Design preg_alloc_ctrl, sky130hd; sources not shown.
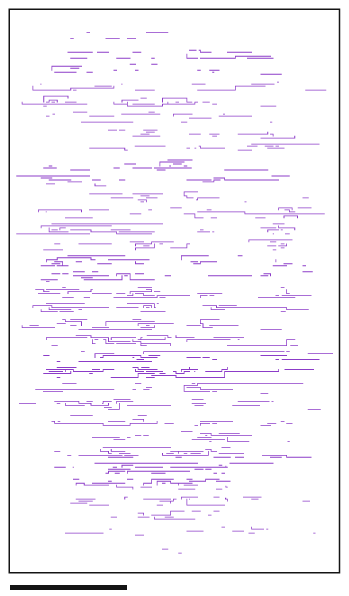
Fig. 1. The metal 1 layer (run 1).
Bar = 20 um.
wire length on this layer	1590 um
main direction	horizontal
longest straight run	23.9 um
met1 demand-to-capacity share in global routing: 17.17%
aggregate routed wire length: 4321 um

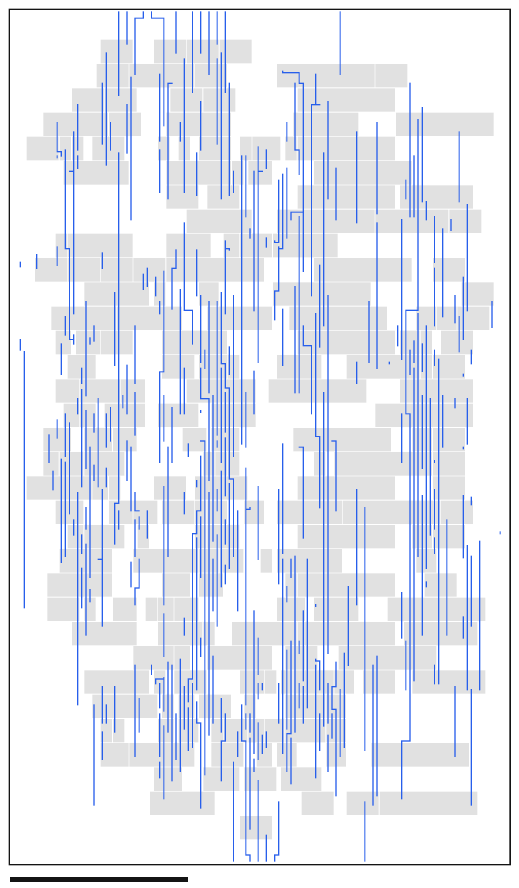
Fig. 2. Metal 2 (run 1).
Bar = 20 um. Cells faint in the background.
nets with wire on the layer	214
share of all routed wire	59%
main direction	vertical
longest straight run	40.1 um
wire length on this layer	2550 um
total via count in the routed design: 1457
met2 usage: 34.90%

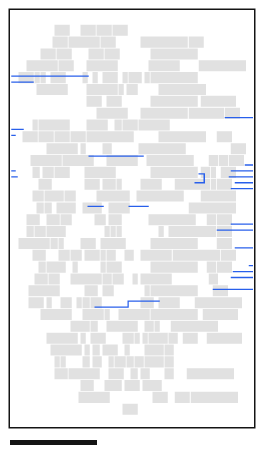
Fig. 3. The metal 3 layer (run 1).
Bar = 20 um. Cells faint in the background.
longest straight run	17.5 um
nets with wire on the layer	21
met3 capacity usage during global routing: 3.495%

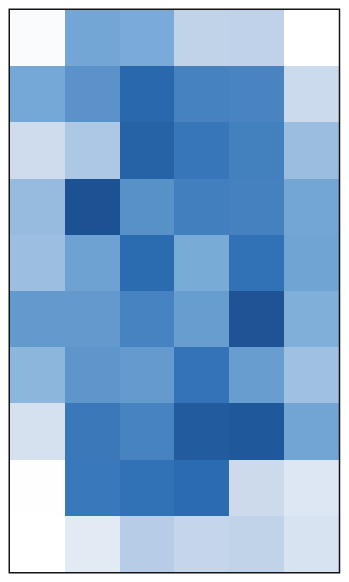
Fig. 4. Cell area per tile (run 1).
The die is cut into 6 by 10 equal tiles; white is low, dark blue is high, 0 to 100% covered.
fullest tile	86%
emptiest ninth of the die	bottom left
tiles over 75% full	13%
nearly empty tiles	5.0%
mean over tiles	50%
placeable core region: 4707 um^2
Init Core Util: 47.02%
Post-Route Utilization: 57.89%

==> qor.json, run 1 <==
{
  "status": {
    "status": "finished clean"
  },
  "final_layout": {
    "fin_nets": 243,
    "syn_to_final_growth_pct": 23.12,
    "ff_latch_area_um2": 1201,
    "fraction_of_final_layout_cells_with_drive_strength_greater_than_1_pct": 10.19,
    "clockNetworkAreaShare_pct": 4.086,
    "comb_area_share_pct": 35.08,
    "largest_register_ff_count": 24,
    "final.signal_inverter_count": 7,
    "stdcell_area_um2": 2725,
    "layout_top_cell_excl_fill_tap": "sky130_fd_sc_hd__clkdlybuf4s50_1",
    "fillers": 415,
    "dominant_cells": "flip-flops and latches",
    "n_clock_buffer": 5,
    "num_antenna_cells": 0,
    "flop_share_of_the_area_pct": 44.08,
    "final_layout_top_logic_cells": "sky130_fd_sc_hd__clkdlybuf4s50_1 (35), sky130_fd_sc_hd__dfxtp_1 (24), sky130_fd_sc_hd__edfxtp_1 (24), sky130_fd_sc_hd__nor2_1 (20), sky130_fd_sc_hd__and3_1 (13)",
    "layout.nonclk_buf_share_pct": 13.41
  },
  "yosys": {
    "synth-seq-area-share_pct": 54.27,
    "post_synth_and_or_nand_nor_area_fraction_pct": 12.89,
    "syn_nets": 206,
    "ys_cells": 178,
    "number_of_enable_type_register_cells_in_the_synthesized_netlist": 24,
    "top_area_cell": "sky130_fd_sc_hd__edfxtp_1",
    "synthAdderAreaFrac_pct": 6.897,
    "mappedNetlistArea_um2": 2213,
    "yosys_warnings": 0,
    "chip_area_estimate_from_yosys_synthesis_um2": 2213,
    "top_cells_by_area": "sky130_fd_sc_hd__edfxtp_1 (33%), sky130_fd_sc_hd__dfxtp_1 (22%), sky130_fd_sc_hd__mux4_2 (6.1%), sky130_fd_sc_hd__ha_1 (5.1%), sky130_fd_sc_hd__mux2i_1 (5.0%)",
    "ys.flops": 48,
    "aoi_share_pct": 9.158
  },
  "setup_path": {
    "ff2ff_path_depth": 8,
    "slowest_delay_ps": 670,
    "crit_chain": "clkdlybuf4s50_1 -> nor3b_1 -> and3_1 -> clkdlybuf4s50_1",
    "timing_worst_setup_path_type": "input port to primary output",
    "crit_path_top_delay_cell": "sky130_fd_sc_hd__and3_1",
    "crit_arrival_ps": 2760,
    "worst-r2r-setup-slack_ps": 1350,
    "timing.critical_path.max_delay_family": "simple AND/OR/NAND/NOR gates"
  },
  "drt": {
    "post_drt_wl_per_cell_um": 16.12,
    "antenna_violating_nets_post_route": 0,
    "remaining_drc_errors": 0,
    "drtIter0Drc": 25
  },
  "clocking": {
    "post-cts-setup-buffers": 0,
    "numCtsBuffers": 5,
    "clock.latency.late_pin_ps": 290,
    "clock_tree.root_cell": "sky130_fd_sc_hd__clkbuf_8",
    "tritoncts": "built",
    "ctsLongestPathBuffers": 2,
    "cts.htree.levels": 2,
    "ctsHoldBuffers": 0
  },
  "timing": {
    "grt_setup_unrepaired": "no",
    "period_used_pct": 75.68,
    "relative_max_transition_margin_pct": 57.62,
    "setup_tns_ps": 0,
    "timing_worst_slew_pin_value_ps": 635.7,
    "skew_ps": 3.085,
    "setup_viol": 0
  },
  "placement": {
    "final_replace_weighted_congestion": 0.7963,
    "postPlaceCellArea_um2": 2614,
    "port_buffers": 35,
    "dp_worst_setup_slack_ps": 809.6
  },
  "grt": {
    "antenna_found_initial": 0,
    "global_route.usage.total_pct": 17.39,
    "largest_net_degree_at_the_start_of_global_routing": 26
  },
  "pwr": {
    "p_per_area_nw_per_um2": 506.8,
    "p_leak_nw": 1.042,
    "vdd_ir_drop_max_mv": 0.3347
  },
  "die": {
    "taps": 52,
    "die_area_um2": 5365,
    "rows": 33,
    "horizontal_die_size_um": 56.02
  },
  "min_path": {
    "hp-class": "flop to flop"
  },
  "flow_run": {
    "openroad.warnings": 29
  }
}
run 1: synthesized netlist by cell type (2+ instances only):
cell and count:
sky130_fd_sc_hd__fa_1 2, sky130_fd_sc_hd__nand3b_1 4, sky130_fd_sc_hd__clkbuf_1 3, sky130_fd_sc_hd__ha_1 9, sky130_fd_sc_hd__buf_2 3, sky130_fd_sc_hd__a21oi_1 6, sky130_fd_sc_hd__nand2_1 6, sky130_fd_sc_hd__xor2_1 5
sky130_fd_sc_hd__nor3_1 2, sky130_fd_sc_hd__a21o_1 2, sky130_fd_sc_hd__inv_1 7, sky130_fd_sc_hd__mux4_2 6, sky130_fd_sc_hd__edfxtp_1 24, sky130_fd_sc_hd__dfxtp_1 24, sky130_fd_sc_hd__a41oi_1 2, sky130_fd_sc_hd__xnor2_1 3
sky130_fd_sc_hd__o21ai_0 5, sky130_fd_sc_hd__a211oi_1 2, sky130_fd_sc_hd__and3_1 13, sky130_fd_sc_hd__mux2i_1 11, sky130_fd_sc_hd__nor2_1 20
run 1: layer usage:
layer / wire, um / global-route usage, % / part of all wire [%] / up-vias
met2: 2550 / 34.90 / 59 / 26
met4: 51 / 6.349 / 1.2 / 0
li1: - / - / - / 723
met5: 0 / 0 / 0 / -
met3: 131 / 3.495 / 3.0 / 4
met1: 1588 / 17.17 / 37 / 704
run 1: report_power, final:
group / internal, mW / switching, mW
sequential: 0.552 / 0.0675
combinational: 0.215 / 0.225
clock: 0.176 / 0.145
total: 0.944 / 0.437
run 1: stage by stage:
step | hold WS [ps] | cells | power (mW)
6_report | 498.9 | 268 | 1.381
3_3_place_gp | 476.1 | 260 | 1.052
5_1_grt | 546.6 | 268 | 1.469
2_1_floorplan | 482.0 | 178 | 0.9241
3_5_place_dp | 473.2 | 260 | 1.073
4_1_cts | 503.7 | 268 | 1.397
Fig. 5: run 1, track usage over the die
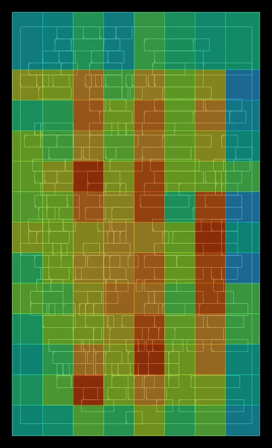

==> run 1 -> run 2 <==
==> constraint.sdc (replaced) <==
create_clock -name clk -period 3.2 [get_ports clk]
set_input_delay 0.32 -clock clk [delete_from_list [all_inputs] [get_ports clk]]
set_output_delay 0.32 -clock clk [all_outputs]
set_load 0.01 [all_outputs]
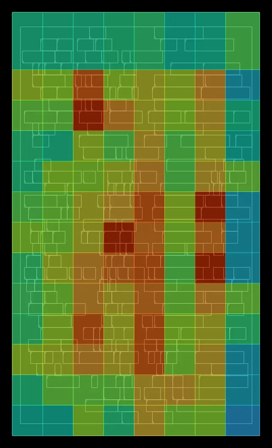
Fig. 6. Track usage over the die (run 2).
met3 capacity usage during global routing: 3.360%
met1 demand-to-capacity share in global routing: 17.40%
Post-Route Utilization: 59.25%
met2 usage: 37.45%

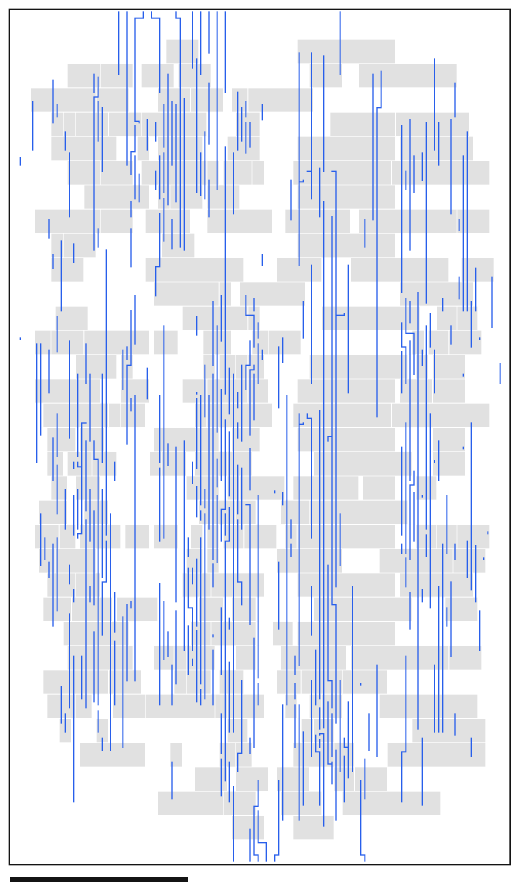
Fig. 7. Metal 2 (run 2).
Bar = 20 um. Cells faint in the background.
wire length on this layer	2620 um
longest straight run	59.0 um
main direction	vertical
nets with wire on the layer	226
aggregate routed wire length: 4417 um
total via count in the routed design: 1509

==> run 2 against run 1 <==
Power grew 39%; flip-flop count unchanged; synthesized cell count unchanged; sequential share of layout area fell by 1.0 points; cell area grew 2.3%; sequential power rose by 31%; hold slack about the same; critical path type is now flop to primary output; clock skew increased by 1.9 ps; die size unchanged; area after synthesis unchanged; utilization is 1.4 points higher.
==> qor.json, run 2 <==
{
  "status": {
    "status": "finished clean"
  },
  "yosys": {
    "yosys_warnings": {"value": 0, "change": "unchanged"},
    "mappedNetlistArea": {"value": 2213, "unit": "um^2", "change": "unchanged"},
    "syn_nets": {"value": 206, "change": "unchanged"},
    "chip_area_estimate_from_yosys_synthesis": {"value": 2213, "unit": "um^2", "change": "unchanged"},
    "number_of_enable_type_register_cells_in_the_synthesized_netlist": {"value": 24, "change": "unchanged"},
    "ys.flops": {"value": 48, "change": "unchanged"},
    "top_cells_by_area": "sky130_fd_sc_hd__edfxtp_1 (33%), sky130_fd_sc_hd__dfxtp_1 (22%), sky130_fd_sc_hd__mux4_2 (6.1%), sky130_fd_sc_hd__ha_1 (5.1%), sky130_fd_sc_hd__mux2i_1 (5.0%)"
  },
  "clocking": {
    "ctsHoldBuffers": {"value": 0, "change": "unchanged"},
    "post-cts-setup-buffers": {"value": 0, "change": "unchanged"},
    "cts.htree.levels": {"value": 2, "change": "unchanged"},
    "clock_tree.root_cell": "sky130_fd_sc_hd__clkbuf_8",
    "ctsLongestPathBuffers": {"value": 2, "change": "unchanged"},
    "clock.latency.late_pin": {"value": 300, "unit": "ps", "change": "about the same"},
    "numCtsBuffers": {"value": 5, "change": "unchanged"}
  },
  "timing": {
    "timing_worst_slew_pin_value": {"value": 505.9, "unit": "ps", "change": "-129.7 ps"},
    "relative_max_transition_margin": {"value": 66.01, "unit": "%", "change": "+8.4 points"},
    "grt_setup_unrepaired": "no",
    "setup_viol": {"value": 0, "change": "unchanged"},
    "setup_tns": {"value": 0, "unit": "ps", "change": "unchanged"}
  },
  "final_layout": {
    "fraction_of_final_layout_cells_with_drive_strength_greater_than_1": {"value": 12.67, "unit": "%", "change": "+2.5 points"},
    "final_layout_top_logic_cells": "sky130_fd_sc_hd__clkdlybuf4s50_1 (35), sky130_fd_sc_hd__dfxtp_1 (24), sky130_fd_sc_hd__edfxtp_1 (24), sky130_fd_sc_hd__nor2_1 (20), sky130_fd_sc_hd__and3_1 (13)",
    "layoutNonFillerInstCount": {"value": 273, "change": "+1.9%"},
    "largest_register_ff_count": {"value": 24, "change": "unchanged"},
    "fin_nets": {"value": 248, "change": "+2.1%"},
    "layout_top_cell_excl_fill_tap": "sky130_fd_sc_hd__clkdlybuf4s50_1",
    "syn_to_final_growth_pct": 26.00
  },
  "pwr": {
    "intPower": {"value": 1.334, "unit": "mW", "change": "+41%"},
    "pwr-share-seq": {"value": 42.4, "unit": "%", "change": "-2.5 points"},
    "maxPowerGroup": "sequential cells",
    "vdd_ir_drop_max": {"value": 0.4490, "unit": "mV", "change": "+34%"},
    "p_per_area": {"value": 689.9, "unit": "nW/um^2", "change": "+36%"},
    "p_clk": {"value": 516, "unit": "uW", "change": "+61%"},
    "p_clk_share": {"value": 26.8, "unit": "%", "change": "+3.6 points"},
    "comb_power_share": {"value": 30.8, "unit": "%", "change": "-1.1 points"}
  },
  "drt": {
    "antenna_violating_nets_post_route": {"value": 0, "change": "unchanged"},
    "highest_layer": "met4",
    "remaining_drc_errors": {"value": 0, "change": "unchanged"},
    "post_drt_wl_per_cell": {"value": 16.18, "unit": "um", "change": "+0.35%"}
  },
  "die": {
    "fp_util": {"value": 47.02, "unit": "%", "change": "unchanged"},
    "core_region_area": {"value": 4707, "unit": "um^2", "change": "unchanged"},
    "die_area": {"value": 5365, "unit": "um^2", "change": "unchanged"},
    "horizontal_die_size": {"value": 56.02, "unit": "um", "change": "unchanged"}
  },
  "grt": {
    "global_route.usage.total": {"value": 18.70, "unit": "%", "change": "+1.3 points"},
    "antenna_found_initial": {"value": 0, "change": "unchanged"},
    "largest_net_degree_at_the_start_of_global_routing": {"value": 20, "change": "-23%"},
    "grt_busiest_layer": "met2"
  },
  "placement": {
    "final_replace_weighted_congestion": {"value": 0.7531, "change": "-5.4%"},
    "place.detailed.instances": {"value": 265, "change": "+1.9%"},
    "dp_worst_setup_slack": {"value": 305.8, "unit": "ps", "change": "-503.7 ps"}
  },
  "flow_run": {
    "openroad.warnings": {"value": 29, "change": "unchanged"}
  },
  "setup_path": {
    "timing_worst_setup_path_type": "flop to primary output"
  }
}
==> run 2: cell count changes in the layout (fill, tap and decap cells not counted) <==
cell / previous run / this run
sky130_fd_sc_hd__bufinv_16: 1 / 2
sky130_fd_sc_hd__clkinv_4: 1 / 0
sky130_fd_sc_hd__inv_6: 0 / 1
sky130_fd_sc_hd__clkinv_1: 1 / 0
sky130_fd_sc_hd__buf_4: 2 / 7
==> run 2: critical path, cell delays in order, from the launching register on <==
cell	delay, ps
sky130_fd_sc_hd__dfxtp_1	390
sky130_fd_sc_hd__nor3_2	340
sky130_fd_sc_hd__nand2_1	160
sky130_fd_sc_hd__mux2i_1	420
sky130_fd_sc_hd__and3_1	230
sky130_fd_sc_hd__clkdlybuf4s50_1	530
==> run 2: cell families (layout without fill, tap and decap cells) <==
group           count (synthesis)  after routing  share of synthesized area [%]
compound gates                 27             27                          9.158
buf+inv                        14             57                          2.544
xor+xnor                        8              8                          3.166
fa+ha+maj                      11             11                          6.897
flops                          48             48                          54.27
mux                            17             17                          11.08
simple gates                   53             53                          12.89
==> run 2: stage by stage <==
| step | power (mW) | area, um^2 |
|---|---|---|
| finish | 1.924 | 2789 |
| global route | 2.046 | 2789 |
| CTS | 1.949 | 2789 |
| detailed placement | 1.429 | 2651 |
| global placement | 1.407 | 2651 |
| floorplan | 1.213 | 2213 |
==> run 2: final cells by class <==
| class | count | area [um^2] |
|---|---|---|
| clock buffer | 5 | 68.82 |
| clock inverter | 3 | 68.82 |
| fill | 416 | 1918 |
| inverter | 7 | 26.28 |
| multi-input combinational | 116 | 955.9 |
| sequential | 48 | 1201 |
| tap | 52 | 65.06 |
| timing repair buffer | 42 | 402.9 |
Power and IR drop assume default switching activity.
